`src/rtl/uart_pkg.sv`:
```
// Shared types and helpers for the buffered UART transmitter.
package uart_pkg;

  localparam int UART_DATA_W = 8;

  typedef enum logic [2:0] {
    IDLE,
    START_BIT,
    DATA_BITS,
    PARITY_BIT,
    STOP_BIT
  } uart_tx_state_t;

  // Clocks per bit period, rounded to nearest.
  function automatic int clks_per_bit(input int clk_freq, input int baud);
    return (clk_freq + baud / 2) / baud;
  endfunction

endpackage

```
`src/rtl/uart_sync_fifo.sv`:
```
// Single-clock FIFO: storage, wrapping pointers and an occupancy count.
// Pushes into a full FIFO and pops from an empty FIFO are ignored.
module uart_sync_fifo #(
  parameter int WIDTH = 8,
  parameter int DEPTH = 16,
  localparam int AW = $clog2(DEPTH),
  localparam int CW = AW + 1
) (
  input  logic             CLK,
  input  logic             RST_N,
  input  logic             push,
  input  logic [WIDTH-1:0] wr_data,
  input  logic             pop,
  output logic [WIDTH-1:0] rd_data,
  output logic             full,
  output logic             empty,
  output logic [CW-1:0]    count
);

  logic [WIDTH-1:0] mem [DEPTH];
  logic [AW-1:0]    wr_ptr;
  logic [AW-1:0]    rd_ptr;
  logic             push_ok;
  logic             pop_ok;

  // Full/empty come from the registered count, so a same-cycle pop never frees space for a push.
  assign full    = (count == CW'(DEPTH));
  assign empty   = (count == '0);
  assign push_ok = push && !full;
  assign pop_ok  = pop && !empty;
  assign rd_data = mem[rd_ptr];

  // Storage write; no reset needed on the data array.
  always_ff @(posedge CLK) begin
    if (push_ok) mem[wr_ptr] <= wr_data;
  end

  // Pointers wrap naturally because DEPTH is a power of two.
  always_ff @(posedge CLK or negedge RST_N) begin
    if (!RST_N) begin
      wr_ptr <= '0;
      rd_ptr <= '0;
    end else begin
      if (push_ok) wr_ptr <= wr_ptr + AW'(1);
      if (pop_ok)  rd_ptr <= rd_ptr + AW'(1);
    end
  end

  // Occupancy count; simultaneous push and pop leaves it unchanged.
  always_ff @(posedge CLK or negedge RST_N) begin
    if (!RST_N) begin
      count <= '0;
    end else begin
      unique case ({push_ok, pop_ok})
        2'b10:   count <= count + CW'(1);
        2'b01:   count <= count - CW'(1);
        default: count <= count;
      endcase
    end
  end

endmodule

```
`src/rtl/uart_tx_fifo.sv`:
```
// Buffered UART transmitter: START/DATA writes fill a FIFO, the serializer
// drains it as 8N1 frames on TX, LSB first.
// Optional: define UART_PARITY_EN to insert an even-parity bit (8E1 frames).
//
// state      | meaning
// -----------+-------------------------------------------------
// IDLE       | line high; pops the head byte when FIFO non-empty
// START_BIT  | line low for one bit period
// DATA_BITS  | shift register LSB on line, 8 bit periods
// PARITY_BIT | even parity of the byte (UART_PARITY_EN only)
// STOP_BIT   | line high for one bit period, then back to IDLE
module uart_tx_fifo
  import uart_pkg::*;
#(
  parameter int CLK_FREQ   = 100_000_000,
  parameter int BAUD       = 115_200,
  parameter int FIFO_DEPTH = 16
) (
  input  logic                   CLK,
  input  logic                   RST_N,
  input  logic                   START,
  input  logic [UART_DATA_W-1:0] DATA,
  output logic                   READY,
  output logic                   TX,
  output logic                   BUSY,
  output logic                   OVF
);

  localparam int CPB   = clks_per_bit(CLK_FREQ, BAUD);
  localparam int CNT_W = (CPB > 1) ? $clog2(CPB) : 1;
  localparam logic [CNT_W-1:0] CNT_LAST = CNT_W'(CPB - 1);
  localparam int FCW   = $clog2(FIFO_DEPTH) + 1;

  uart_tx_state_t         state;
  logic [CNT_W-1:0]       baud_cnt;
  logic [2:0]             bit_idx;
  logic [UART_DATA_W-1:0] shift;
  logic [UART_DATA_W-1:0] head;
  logic                   fifo_full;
  logic                   fifo_empty;
  logic [FCW-1:0]         fifo_count;
  logic                   pop;
  logic                   bit_done;
`ifdef UART_PARITY_EN
  logic                   parity;
`endif

  uart_sync_fifo #(
    .WIDTH (UART_DATA_W),
    .DEPTH (FIFO_DEPTH)
  ) u_fifo (
    .CLK     (CLK),
    .RST_N   (RST_N),
    .push    (START),
    .wr_data (DATA),
    .pop     (pop),
    .rd_data (head),
    .full    (fifo_full),
    .empty   (fifo_empty),
    .count   (fifo_count)
  );

  assign pop      = (state == IDLE) && !fifo_empty;
  assign bit_done = (baud_cnt == CNT_LAST);
  assign READY    = !fifo_full;
  assign BUSY     = (state != IDLE) || (fifo_count != '0);

  // Sticky overflow: a write arrived while the FIFO was full.
  always_ff @(posedge CLK or negedge RST_N) begin
    if (!RST_N)                 OVF <= 1'b0;
    else if (START && fifo_full) OVF <= 1'b1;
  end

  // Serializer FSM; TX is registered and updated on each state change.
  always_ff @(posedge CLK or negedge RST_N) begin
    if (!RST_N) begin
      state    <= IDLE;
      baud_cnt <= '0;
      bit_idx  <= '0;
      shift    <= '0;
      TX       <= 1'b1;
`ifdef UART_PARITY_EN
      parity   <= 1'b0;
`endif
    end else begin
      unique case (state)
        IDLE: begin
          TX       <= 1'b1;
          baud_cnt <= '0;
          if (!fifo_empty) begin
            shift   <= head;
            bit_idx <= '0;
            state   <= START_BIT;
            TX      <= 1'b0;
`ifdef UART_PARITY_EN
            parity  <= ^head;
`endif
          end
        end
        START_BIT: begin
          if (bit_done) begin
            baud_cnt <= '0;
            state    <= DATA_BITS;
            TX       <= shift[0];
          end else begin
            baud_cnt <= baud_cnt + CNT_W'(1);
          end
        end
        DATA_BITS: begin
          if (bit_done) begin
            baud_cnt <= '0;
            if (bit_idx == 3'd7) begin
`ifdef UART_PARITY_EN
              state <= PARITY_BIT;
              TX    <= parity;
`else
              state <= STOP_BIT;
              TX    <= 1'b1;
`endif
            end else begin
              bit_idx <= bit_idx + 3'd1;
              shift   <= shift >> 1;
              TX      <= shift[1];
            end
          end else begin
            baud_cnt <= baud_cnt + CNT_W'(1);
          end
        end
`ifdef UART_PARITY_EN
        PARITY_BIT: begin
          if (bit_done) begin
            baud_cnt <= '0;
            state    <= STOP_BIT;
            TX       <= 1'b1;
          end else begin
            baud_cnt <= baud_cnt + CNT_W'(1);
          end
        end
`endif
        STOP_BIT: begin
          if (bit_done) begin
            baud_cnt <= '0;
            state    <= IDLE;
            TX       <= 1'b1;
          end else begin
            baud_cnt <= baud_cnt + CNT_W'(1);
          end
        end
        default: begin
          baud_cnt <= '0;
          state    <= IDLE;
          TX       <= 1'b1;
        end
      endcase
    end
  end

endmodule

```
`config.mk`:
```
export PLATFORM = sky130hd
export DESIGN_NAME = uart_tx_fifo
export DESIGN_NICKNAME = d
export VERILOG_FILES = /design/src/rtl/uart_pkg.sv /design/src/rtl/uart_sync_fifo.sv /design/src/rtl/uart_tx_fifo.sv
export SDC_FILE = /design/constraint.sdc
export NUM_CORES = 1
export LEC_CHECK = 0
export ABC_AREA = 1
export CAP_MARGIN = 20
export CORE_MARGIN = 1.5
export CORE_UTILIZATION = 24
export CTS_CLUSTER_DIAMETER = 50
export CTS_CLUSTER_SIZE = 14
export DETAILED_ROUTE_END_ITERATION = 10
export PLACE_DENSITY = 0.41
export SYNTH_ARGS = -nofsm -noshare
export SYNTH_HDL_FRONTEND = slang
export SYNTH_HIERARCHICAL = 1
export SYNTH_SLANG_ARGS = --single-unit
export TNS_END_PERCENT = 10
```
`constraint.sdc`:
```
create_clock -name CLK -period 6.1 [get_ports CLK]
set_input_delay 0.915 -clock CLK [delete_from_list [all_inputs] [get_ports CLK]]
set_output_delay 0.915 -clock CLK [all_outputs]
set_load 0.01 [all_outputs]
```
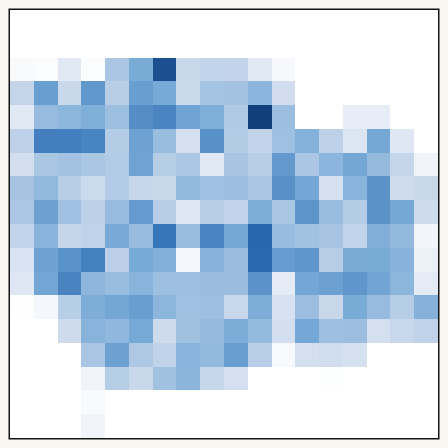
**Above:** cell area per tile.
The die is cut into 18 by 18 equal tiles; white is low, dark blue is high, 0 to 100% covered.
fullest tile: 94%
nearly empty tiles: 33%
tiles over 75% full: 1.2%
mean over tiles: 25%
emptiest ninth of the die: upper right
Core Region: 0.0314 mm²
fin util: 27.7%
FP Util: 24.2%

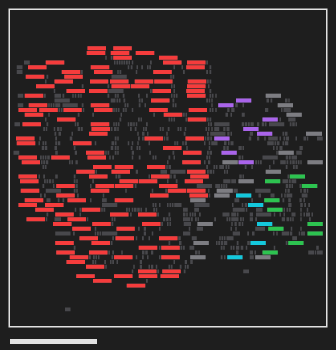
**Above:** register map, names as in the netlist.
Scale bar: 50 µm. Other sequential cells in the stronger grey, the rest of the logic in the fainter grey.
legend:
  cyan:
    netlist_name: u_fifo/count
    flops: 5
  purple:
    netlist_name: shift
    flops: 8
    where: middle right
  red:
    netlist_name: u_fifo/mem
    flops: 128
  green:
    netlist_name: baud_cnt
    flops: 10
not coloured: 16
flop share of the area: 55.5%
FF+latch area: 0.00482 mm²
power of the sequential group: 1390 µW

==> summary.txt <==
run results: final-stage net count=between 800 and 900, reg2reg path depth=10, Max FO, Critical Path=~82, cells after synthesis=791, WS Path Type=reg2reg, Pre-Repair DR Iteration Count=4, Comb gates=510, IO Pins=15, Hold Crit Start=shift[7], Pwr Density=319 mW/mm², crit path time final=between 2 and 3 ns, status=completed, GRT met1 Usage=16.1%, YS warnings=6, total track usage=12.0%, Max VDD drop=between 0.2 and 0.25 mV, clk pwr=1060 µW, Placer Congestion=0.770, inverter count=88, sequential share of power=about half, I/O Buffers=14, flop count=167
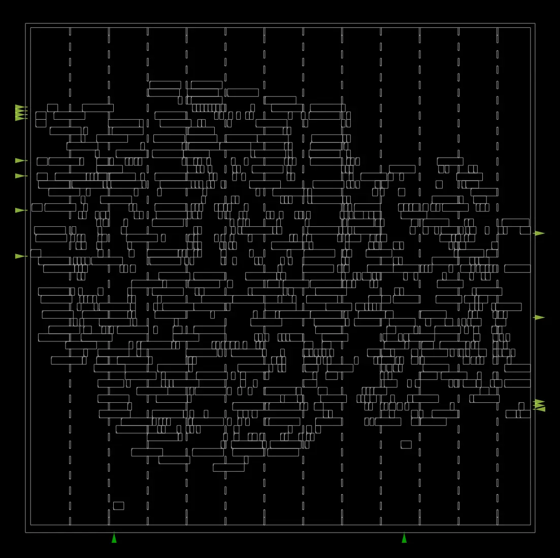
**Above:** placement view.
num tapcells: 402
Post-Layout Cell Count: 1214

No activity file was given, so power comes from the tool's default toggle rates.
